layers.png
Scale: 1.5 px per um. Two of the layers only.
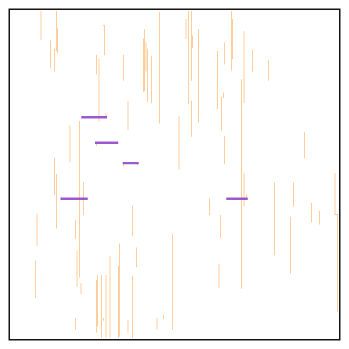
closeup.png
Window x 95 to 125, y 139 to 169 um. Cells in gray, sequential cells in the stronger gray; small squares are vias.
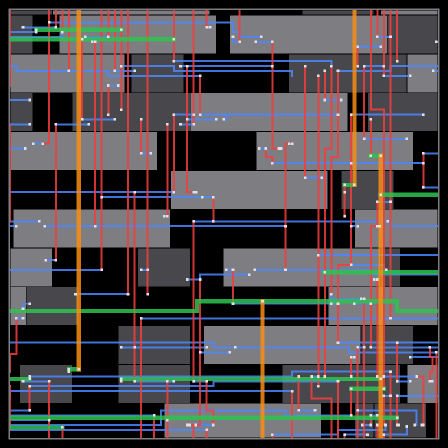
congestion_map.png
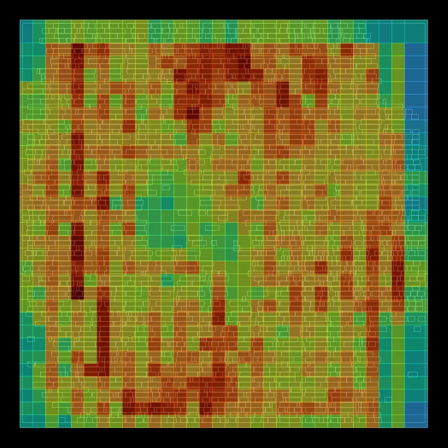
m1.png
Scale: 1.5 px per um. Supply wires on this layer in gray.
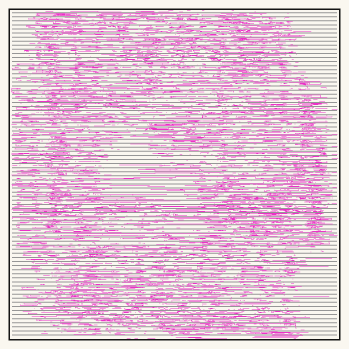
gates.png
Scale: 2 px per um.
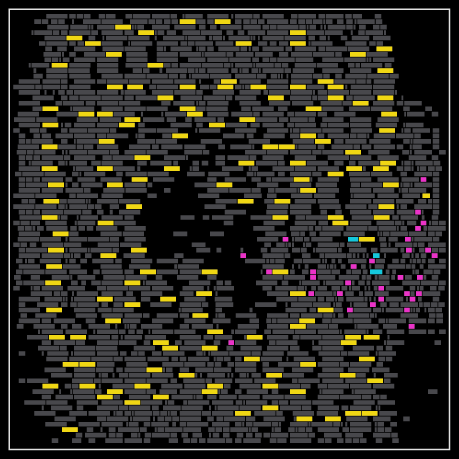
==> config.mk <==
export PLATFORM = sky130hd
export DESIGN_NAME = iconn_switch_arb
export DESIGN_NICKNAME = d
export VERILOG_FILES = /design/src/rtl/iconn_pkg.sv /design/src/rtl/iconn_flit_fifo.sv /design/src/rtl/iconn_switch_arb.sv
export SDC_FILE = /design/constraint.sdc
export NUM_CORES = 1
export LEC_CHECK = 0
export CORE_UTILIZATION = 58
export CTS_BUF_LIST = sky130_fd_sc_hd__clkbuf_8
export CTS_CLUSTER_SIZE = 25
export DETAILED_ROUTE_END_ITERATION = 6
export PLACE_DENSITY = 0.82
export SYNTH_ARGS = -nofsm -noshare
export SYNTH_HDL_FRONTEND = slang
export SYNTH_SLANG_ARGS = --single-unit
==> constraint.sdc <==
create_clock -name clk -period 4.2 [get_ports clk]
set_input_delay 0.63 -clock clk [delete_from_list [all_inputs] [get_ports clk]]
set_output_delay 0.63 -clock clk [all_outputs]
set_load 0.005 [all_outputs]
==> results.json <==
{
  "outcome": "completed",
  "io_pins": 302,
  "htreeDepth": 3,
  "logic_family": "multiplexers",
  "crit_buf_inv": 2,
  "layout_top_cells": "edfxtp_1 (552), clkdlybuf4s50_1 (300), inv_1 (207)",
  "xor_share": 0.00959,
  "cp-end-kind": "register",
  "hp-class": "in -> async",
  "synthesis.area_sq_um": 27400,
  "clockPowerShare": 0.228,
  "gp_congestion": 0.854,
  "syn2layout_area_growth_pct": 22.0,
  "core_area_sq_um": 46600,
  "fillers": 2696,
  "drive_gt1_frac": 0.190,
  "met3_usage": 0.0678,
  "ctsResizeCount": 0,
  "cts_root_buf": "clkbuf_8",
  "cp_data_required_time_ns": 4.77,
  "dpl.hpwl_mm": 38.1,
  "dpl_cell_area_sq_um": 31200,
  "rr_worst_depth": 10,
  "p_sw_uw": 8010,
  "chip_area_sq_um": 48100,
  "grt_first_pass_wirelength_mm": 94.6,
  "critPathTopFamily": "adder cells",
  "synth_flops": 726,
  "ant_nets": 0,
  "finalNetCount": 1896,
  "period_needed_ns": 3.06,
  "ctsHoldBuffers": 0,
  "crit_type": "reg -> reg",
  "clock_latency_ns": 0.70,
  "switching_share": 0.328,
  "flop_area_sq_um": 20900,
  "p_seq_frac": 0.416,
  "synth.avg_cell_area_sq_um": 20.1
}
Back to the opening pictures, layers.png:
Purple shows M5, wire length 68.1 um. Orange shows M4, wire length 2,160 um.
DRT Wirelength: 63.9 mm
Total GRT Usage: 0.271

Back to the opening pictures, closeup.png:
Orange shows M4. Red shows M2. Blue shows M1. Green shows M3.
Sequential cells in the window: 13. Most frequent: edfxtp_1 (13), clkdlybuf4s50_1 (7). 29 logic cells have their middle in the window.

Back to the opening pictures, congestion_map.png:
final core occ: 0.718
routed length per instance: 26.2 um

Back to the opening pictures, m1.png:
The layer carries 24.0 mm of wire. The longest straight run is 104 um. 1,788 nets have wire on it. The wires run mostly horizontal. The layer holds 38% of the routed length.
Vias: 15,300
met1 Usage GRT: 0.363

Back to the opening pictures, gates.png:
Magenta shows xor and xnor cells, cells 30, where east. Yellow shows mux cells, cells 139, where widely spread. Cyan shows non-inverting ao/oa cells, cells 3.
Non-Filler Instances: 2,442
logic share of the area: 0.167
most common logic cell in the routed design: edfxtp_1

[power groups by stage]
stage / registers (uW) / clock network [uW] / logic, uW
6_report: 10200 / 5580 / 8710
5_1_grt: 10300 / 5980 / 9300
4_1_cts: 10200 / 5670 / 8720
3_5_place_dp: 10300 / 0 / 8670
3_3_place_gp: 10200 / 0 / 8400
2_1_floorplan: 10100 / 0 / 5190
[metal layers]
layer,routed length (um),up-vias
met5,68,-
li1,-,6348
met4,2160,10
met2,31200,902
met3,6480,166
met1,24000,7842
[cells in the mapped netlist (all sizes together)]
master   instances  area share
a222oi         136       0.050
and3             4     0.00091
clkbuf          50      0.0068
a31oi            4     0.00091
or2              4     0.00091
nand4            7      0.0016
nor2             6     0.00082
or4b             1     0.00037
a311oi           1     0.00055
or3              3     0.00068
buf             29      0.0069
nand4b           1     0.00032
dfrtp          174        0.16
and2            11      0.0025
nand4bb          1     0.00041
nor3             2     0.00037
a221o            1     0.00037
mux2             1     0.00041
a21o             1     0.00027
o211a            1     0.00037
edfxtp         552        0.60
xor2            11      0.0035
ha              17      0.0078
nand3            2     0.00037
a211oi           3      0.0012
nor2b            3     0.00096
and4             2     0.00064
fa               2      0.0015
nor4             1     0.00023
xnor2           19      0.0061
nand2           13      0.0018
o21ai            5      0.0011
inv            156       0.021
mux4           138        0.11
nand2b           4      0.0012
[logic make-up (layout without fill, tap and decap cells)]
group / after synthesis / after routing
muxes: 139 / 139
and+or+nand+nor: 65 / 65
adders and majority gates: 19 / 19
other: 0 / 7
xor gates and xnor gates: 30 / 30
AOI/OAI and AO/OA: 152 / 152
buffers and inverters: 235 / 697
DFF: 726 / 726
[stage by stage]
step | cells | setup slack, ns | power (uW)
6_report | 2442 | 1.14 | 24500
5_1_grt | 2437 | 0.975 | 25600
4_1_cts | 2435 | 1.10 | 24600
3_5_place_dp | 2227 | 0.991 | 19000
3_3_place_gp | 2227 | 1.03 | 18600
2_1_floorplan | 1366 | 0.987 | 15300
[layout make-up]
class / count / share of cell area
tap: 607 / 0.0227
clock inverter: 78 / 0.0115
sequential: 726 / 0.627
clock buffer: 130 / 0.0535
timing repair buffer: 333 / 0.101
inverter: 156 / 0.0175
antenna: 7 / 0.000524
multi-input combinational: 405 / 0.167
No activity file was given, so power comes from the tool's default toggle rates.
